### src/rtl/seq_shift_left_32bit.sv
// seq_shift_left_32bit: multi-cycle logical shift-left unit.
// Each clock in SHIFT resolves one binary stage of the shift amount
// (1, 2, 4, ... DATA_W/2 bits). Latency is always SHAMT_W cycles in SHIFT.
// Input and output both use a valid/ready handshake.
// Optional feature macro: SEQ_SHIFT_LEFT_ROTATE_EN adds rot_i, which turns
// every active stage into a left rotate instead of a logical shift.
module seq_shift_left_32bit #(
    parameter  int DATA_W  = 32,
    localparam int SHAMT_W = $clog2(DATA_W)
) (
    input  logic               clk_i,
    input  logic               rst_i,
    input  logic               valid_i,
    output logic               ready_o,
    input  logic [DATA_W-1:0]  data_i,
    input  logic [SHAMT_W-1:0] shamt_i,
`ifdef SEQ_SHIFT_LEFT_ROTATE_EN
    input  logic               rot_i,
`endif
    output logic               valid_o,
    input  logic               ready_i,
    output logic [DATA_W-1:0]  data_o,
    output logic               busy_o
);

    // Stage counter only needs to count 0 .. SHAMT_W-1.
    localparam int STAGE_W = $clog2(SHAMT_W);

    typedef enum logic [1:0] {
        IDLE  = 2'd0,
        SHIFT = 2'd1,
        DONE  = 2'd2
    } state_t;

    state_t               state_q, state_d;
    logic [DATA_W-1:0]    data_q,  data_d;
    logic [SHAMT_W-1:0]   shamt_q, shamt_d;
    logic [STAGE_W-1:0]   stage_q, stage_d;
    logic                 rot_en;

`ifdef SEQ_SHIFT_LEFT_ROTATE_EN
    logic                 rot_q, rot_d;
    assign rot_en = rot_q;
`else
    assign rot_en = 1'b0;
`endif

    // Candidate result for every stage; the current stage picks one.
    logic [DATA_W-1:0] stage_val [SHAMT_W];

    genvar gi;
    generate
        for (gi = 0; gi < SHAMT_W; gi++) begin : g_stage
            localparam int S = 1 << gi;
            logic [DATA_W-1:0] shl_val;
            logic [DATA_W-1:0] rol_val;
            assign shl_val = data_q << S;
            assign rol_val = {data_q[DATA_W-1-S:0], data_q[DATA_W-1:DATA_W-S]};
            assign stage_val[gi] = rot_en ? rol_val : shl_val;
        end
    endgenerate

    logic [DATA_W-1:0] sel_val;
    logic              sel_bit;
    logic              last_stage;

    // Select the active stage's candidate and its shift-amount bit.
    always_comb begin
        sel_val = data_q;
        sel_bit = 1'b0;
        for (int i = 0; i < SHAMT_W; i++) begin
            if (stage_q == STAGE_W'(i)) begin
                sel_val = stage_val[i];
                sel_bit = shamt_q[i];
            end
        end
    end

    assign last_stage = (stage_q == STAGE_W'(SHAMT_W - 1));

    // Next-state and datapath update for the IDLE/SHIFT/DONE sequencer.
    always_comb begin
        state_d = state_q;
        data_d  = data_q;
        shamt_d = shamt_q;
        stage_d = stage_q;
`ifdef SEQ_SHIFT_LEFT_ROTATE_EN
        rot_d   = rot_q;
`endif
        case (state_q)
            IDLE: begin
                if (valid_i) begin
                    data_d  = data_i;
                    shamt_d = shamt_i;
                    stage_d = '0;
`ifdef SEQ_SHIFT_LEFT_ROTATE_EN
                    rot_d   = rot_i;
`endif
                    state_d = SHIFT;
                end
            end
            SHIFT: begin
                if (sel_bit) begin
                    data_d = sel_val;
                end
                if (last_stage) begin
                    state_d = DONE;
                end else begin
                    stage_d = stage_q + STAGE_W'(1);
                end
            end
            DONE: begin
                if (ready_i) begin
                    state_d = IDLE;
                end
            end
            default: begin
                state_d = IDLE;
            end
        endcase
    end

    // State and datapath registers; reset wins over any pending handshake.
    always_ff @(posedge clk_i) begin
        if (rst_i) begin
            state_q <= IDLE;
            data_q  <= '0;
            shamt_q <= '0;
            stage_q <= '0;
`ifdef SEQ_SHIFT_LEFT_ROTATE_EN
            rot_q   <= 1'b0;
`endif
        end else begin
            state_q <= state_d;
            data_q  <= data_d;
            shamt_q <= shamt_d;
            stage_q <= stage_d;
`ifdef SEQ_SHIFT_LEFT_ROTATE_EN
            rot_q   <= rot_d;
`endif
        end
    end

    assign ready_o = (state_q == IDLE);
    assign valid_o = (state_q == DONE);
    assign busy_o  = (state_q != IDLE);
    assign data_o  = data_q;

endmodule

### config.mk
export PLATFORM = sky130hd
export DESIGN_NAME = seq_shift_left_32bit
export DESIGN_NICKNAME = d
export VERILOG_FILES = /design/src/rtl/seq_shift_left_32bit.sv
export SDC_FILE = /design/constraint.sdc
export NUM_CORES = 1
export LEC_CHECK = 0
export ABC_AREA = 1
export ABC_CLOCK_PERIOD_IN_PS = 2100
export CORE_MARGIN = 1
export CORE_UTILIZATION = 51
export CTS_CLUSTER_SIZE = 25
export DETAILED_ROUTE_END_ITERATION = 8
export GPL_TIMING_DRIVEN = 0
export PLACE_DENSITY_LB_ADDON = 0.15
export SLEW_MARGIN = 20
export SYNTH_ARGS = -nofsm -noshare
export SYNTH_HDL_FRONTEND = slang
export SYNTH_SLANG_ARGS = --single-unit
### constraint.sdc
create_clock -name clk_i -period 2.1 [get_ports clk_i]
set_input_delay 0.21 -clock clk_i [delete_from_list [all_inputs] [get_ports clk_i]]
set_output_delay 0.21 -clock clk_i [all_outputs]
set_load 0.05 [all_outputs]
Figure 1. Supply network (run 1).
Bar = 20 microns. Pins as bars on the die edge.
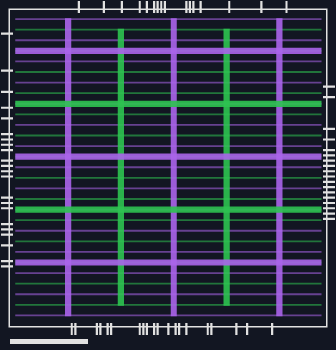
net	colour
VDD	green
VSS	purple
signal pins	76
met5 straps	5
die width: 81.2 microns
Core ar.: 5990 sq um
vertical die size: 81.2 microns

Figure 2. Cells coloured by class (run 1).
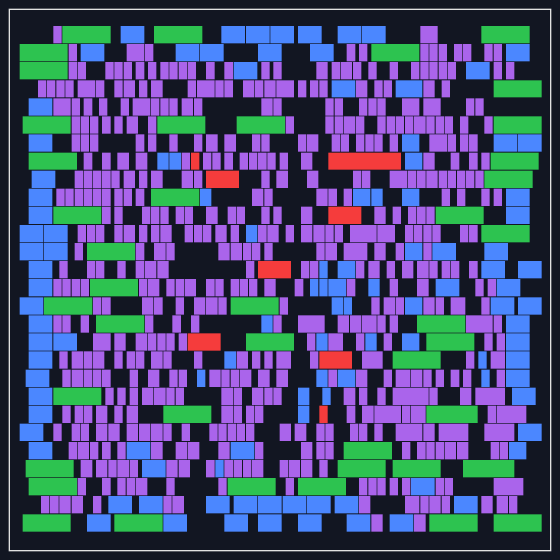
class	colour	cells	share of their area
registers	green	42	20%
clock drivers and dummy loads	red	8	2.6%
remaining logic cells	purple	515	54%
remaining buffers and delay cells	blue	110	23%
Layout Utilization: 0.708
Seq area share: 0.199

==> deck_impl_summary.md, run 1 <==
Run Summary

STA
  • Fin worst setup slack: 104 ps
  • Peak Freq: 501 MHz
  • Crit share post-route: 0.951
  • Setup violators final: 0
  • Slew headroom: 0.610
  • Fin crit period: 2000 ps
  • WHS: 460 ps
  • Hold Violations, Final: 0
  • Setup tns final: 0 ps
  • Slew Limit Fails: 0

Logic synthesis
  • Xor-xnor portion of the synthesized cell area: 0
  • Synth Area in Adders: 0.0235
  • Share of the synthesized area in the top cell type: 0.263
  • Top cells, area: dfxtp_1, nand2_1, nor2_1
  • Mean post-synth cell area: 5.44 sq um
  • Post-Synthesis Cells: 588
  • Comb area leader: simple AND/OR/NAND/NOR gates
  • Syn Nets: 635
  • Yosys cell count: 588
  • Unique cell types: 22
  • Aoi share: 0.146
  • Post-synth EDFFs: 0
  • Mux share of post-synthesis cell area: 0
  • Sequential-to-total area share from yosys stat: 0.263
  • Post-synth top cells: nand2_1, nor2_1, inv_1
  • YS warnings: 0
  • Yosys Chip Area: 3200 sq um
  • Yosys top cell by instances: nand2_1
  • Synth flops: 42
  • Post-synthesis async set-or-reset flop share: 0
  • Synth area leader: dfxtp_1
  • Simple-gate share of the synthesized area: 0.450
  • Ys flop type: dfxtp_1

Clock network
  • Cts repair resizes: 5
  • Clk slew on worst S/H paths: 80 ps
  • CTS tree: yes
  • CTS root buffer: clkbuf_8
  • CTS H-tree lvls: 2
  • TritonCTS Buffers: 5
  • Hold-fix buffers at CTS: 0
  • CTS sink cnt: 42

Pwr
  • Switching power: 1.35 mW
  • Seq pwr: 1.01 mW
  • Worst ir drop on vdd: 0.464 mV
  • Pleak: 2.10 nW
  • Pwr per Cell Area: 734 nW/um^2
  • Top pwr grp: combinational cells
  • Comb. pwr: 1.45 mW
  • Net Sw Frac: 0.434
  • Internal: 1.76 mW
  • Sequential Power Share: 0.324
  • Comb power frac: 0.466
  • Power, Total: 3.11 mW

Layout
  • Layout cells sized above 1: 0.0800
  • # diodes: 0
  • Nets@finish: 721
  • Non-filler cells, final: 750
  • Comb_multi_in: 454
  • Flop count: 42
  • Non-clk bufs: 110
  • Most frequent cells in the layout: nand2_1, nor2_1, clkdlybuf4s50_1
  • Commonest Layout Cell: nand2_1
  • Largest class: multi-input combinational cells
  • Comb/total area: 0.476
  • Register area: 843 sq um
  • Fillers: 579
  • Non-CTS inverters: 61
  • Area Growth Syn to Fin: 32.6%
  • Gate Area: 2020 sq um
  • Final instance area: 4240 sq um
  • Final clock-cell share: 0.0251
  • Clock buffer count: 7
  • Buffering overhead: 0.224

Detailed routing
  • Routed vias/inst: 5.39
  • Routed len/inst: 14.7 microns
  • Highest Signal Layer: met4
  • Post-route ant nets: 0
  • DRT iter0 DRCs: 432
  • Post-route DRC: 0
  • DR WL met2: 4.80 mm
  • Post-Route WL: 11.0 mm
  • Drt pass-1 iters: 5
  • Vias: 4041
  • Met3 wire len: 1.02 mm

Placed design
  • Placed Area: 4050 sq um
  • Post-DP HPWL: 8.06 mm
  • Worst slack at placement: -130 ps
  • Global placement routability congestion: 0.928

Setup path
  • Worst path top cell family by delay: simple AND/OR/NAND/NOR gates
  • Worst Path Buf+Inv: 3
  • Startpoint Class: flop
  • Crit-path max FO: 10
  • CP max-delay cell: dfxtp_2
  • WP depth: 11
  • Reg-to-Reg End: data_o[17]
  • Req. time, crit path: 2290 ps
  • CP arrival: 2190 ps
  • Worst Setup SP: stage_q[1]
  • Setup crit end kind: flop
  • Largest stage delay, worst path: 340 ps
  • R2R cell count: 11
  • WS Path Type: flop to flop
  • CP endpoint: data_o[17]
  • R2R Path Start: stage_q[1]

Die
  • Tapcells: 75
  • # rows: 28
  • Fp_density: 0.534
  • # IOs: 76
  • Chip area: 6600 sq um

Worst hold path
  • Worst Hold Endpoint: shamt_q[1]
  • Worst hold path class: flop to flop
  • HP Start: shamt_q[1]
  • Worst Hold Depth: 2

Outcome
  • Status: finished, final reports clean

GRT
  • Wire length of the first global-routing pass: 17.2 mm
  • Initial antenna violation count: 0
  • GR peak layer: met2
  • Grt met2 use: 0.534
  • GR Util met3: 0.0539
  • Vias in the first global route: 3515
  • Global routing usage on met1: 0.471
  • Gr usage total: 0.342

Run
  • Tool warnings: 30
  • Max cap viols: 0
Figure 3. Clock distribution (run 1).
Bar = 20 microns.
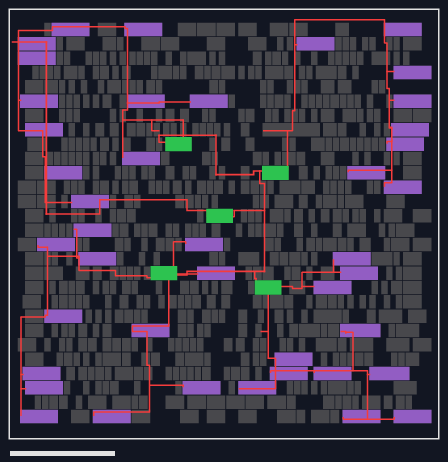
[clock wires] red | length: 628 microns
[clock-net drivers] green | count: 5
[flip-flops] purple | count: 42
routed clock nets	6
flops lie	all over the die
clock network power: 654 uW
Max Clock Skew: 8.84 ps
clk_lat worst skew: 300 ps
clock power share: 0.210

==> run 2, diff against run 1 <==
Settings changed: CORE_UTILIZATION 51 to 52, CTS_BUF_LIST from default to sky130_fd_sc_hd__clkbuf_8.
==> deck_impl_summary.md, run 2 <==
Run Summary

Outcome
  • Status: finished, final reports clean

Layout
  • Non-filler cells, final: 748
  • Buffering overhead: 0.221
  • Fillers: 556
  • Comb/total area: 0.477
  • Largest class: multi-input combinational cells
  • Area Growth Syn to Fin: 31.8%
  • Gate Area: 2010 sq um
  • Most frequent cells in the layout: nand2_1, nor2_1, clkdlybuf4s50_1
  • Clock buffer count: 5
  • # diodes: 0
  • Final clock-cell share: 0.0252
  • Register area: 842 sq um
  • Commonest Layout Cell: nand2_1
  • Nets@finish: 719
  • Flop count: 42
  • Layout cells sized above 1: 0.0758

Die
  • Die width: 80.5 microns
  • Core ar.: 5920 sq um
  • Tapcells: 75
  • Vertical die size: 80.5 microns
  • # IOs: 76
  • # rows: 28

Setup path
  • Worst path top cell family by delay: simple AND/OR/NAND/NOR gates
  • Worst Setup SP: stage_q[1]
  • Startpoint Class: flop
  • R2R Path Start: stage_q[1]
  • CP max-delay cell: dfxtp_1
  • Worst Path Buf+Inv: 2
  • Reg-to-Reg End: data_o[24]
  • CP endpoint: data_o[24]
  • WS Path Type: flop to flop
  • CP arrival: 2170 ps
  • R2R cell count: 10
  • Setup crit end kind: flop

GRT
  • Grt met2 use: 0.550
  • Gr usage total: 0.347
  • GR Util met3: 0.0523
  • Initial antenna violation count: 0
  • Wire length of the first global-routing pass: 17.2 mm

Worst hold path
  • Worst Hold Depth: 1
  • Worst hold path class: flop to flop
  • HP Start: stage_q[0]

Logic synthesis
  • Unique cell types: 22
  • Synth flops: 42
  • Yosys cell count: 588
  • Ys flop type: dfxtp_1
  • Syn Nets: 635
  • Yosys top cell by instances: nand2_1
  • Comb area leader: simple AND/OR/NAND/NOR gates
  • Top cells, area: dfxtp_1, nand2_1, nor2_1
  • Simple-gate share of the synthesized area: 0.450
  • Post-synth top cells: nand2_1, nor2_1, inv_1
  • Post-synth EDFFs: 0
  • Synth area leader: dfxtp_1
  • Xor-xnor portion of the synthesized cell area: 0
  • Mux share of post-synthesis cell area: 0
  • Sequential-to-total area share from yosys stat: 0.263
  • Post-synthesis async set-or-reset flop share: 0

Clock network
  • CTS root buffer: clkbuf_8
  • Cts repair resizes: 3
  • CTS H-tree lvls: 2
  • TritonCTS Buffers: 5
  • CTS sink cnt: 42
  • CTS tree: yes
  • Clk slew on worst S/H paths: 80 ps

Detailed routing
  • Routed vias/inst: 5.54
  • Routed len/inst: 14.5 microns
  • DR WL met2: 4.76 mm
  • Post-route ant nets: 0
  • Met3 wire len: 1.09 mm
  • Post-Route WL: 10.8 mm
  • DRT iter0 DRCs: 437

Run
  • Tool warnings: 30

Pwr
  • Pleak: 2.09 nW
  • Comb. pwr: 1.44 mW
  • Comb power frac: 0.465
  • Clock power share: 0.207
  • Net Sw Frac: 0.435
  • Worst ir drop on vdd: 0.490 mV
  • Seq pwr: 1.01 mW
  • Pwr per Cell Area: 734 nW/um^2
  • Switching power: 1.35 mW
  • Power, Total: 3.10 mW

Placed design
  • Global placement routability congestion: 0.951
  • Worst slack at placement: -66.9 ps
  • Post-DP HPWL: 8.08 mm

STA
  • Fin worst setup slack: 130 ps
  • Setup tns final: 0 ps
  • Setup violators final: 0
  • WHS: 482 ps
  • Slew Limit Fails: 0
  • Peak Freq: 508 MHz
  • Crit share post-route: 0.938
Figure 4. Clock distribution (run 2).
Bar = 20 microns.
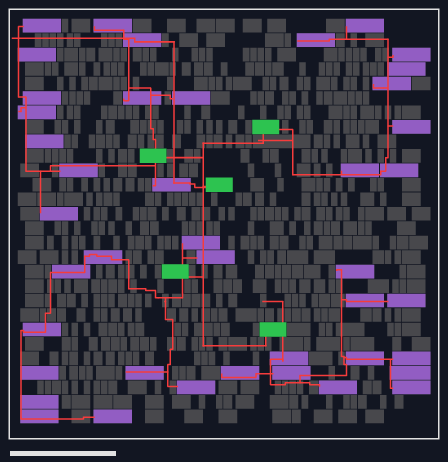
Max Clock Skew: 9.49 ps
clock network power: 642 uW

Figure 5. Supply network (run 2).
Bar = 20 microns. Pins as bars on the die edge.
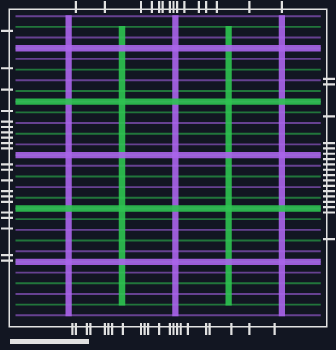
net	colour
VDD	green
VSS	purple
signal pins	76
met4 straps	5
met5 straps	5
met1 rails	29
rows	28

Figure 6. Cells coloured by class (run 2).
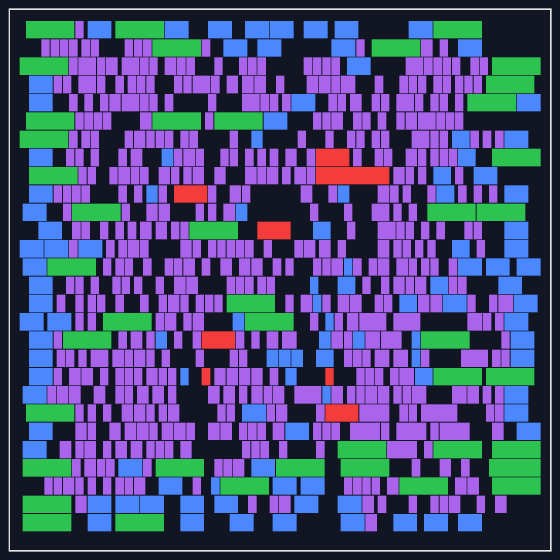
class	colour	cells	share of their area
remaining buffers and delay cells	blue	108	23%
clock drivers and dummy loads	red	8	2.6%
remaining logic cells	purple	515	54%
registers	green	42	20%
Seq area share: 0.200
Layout Utilization: 0.712

Power is estimated from default activity; no workload was simulated.
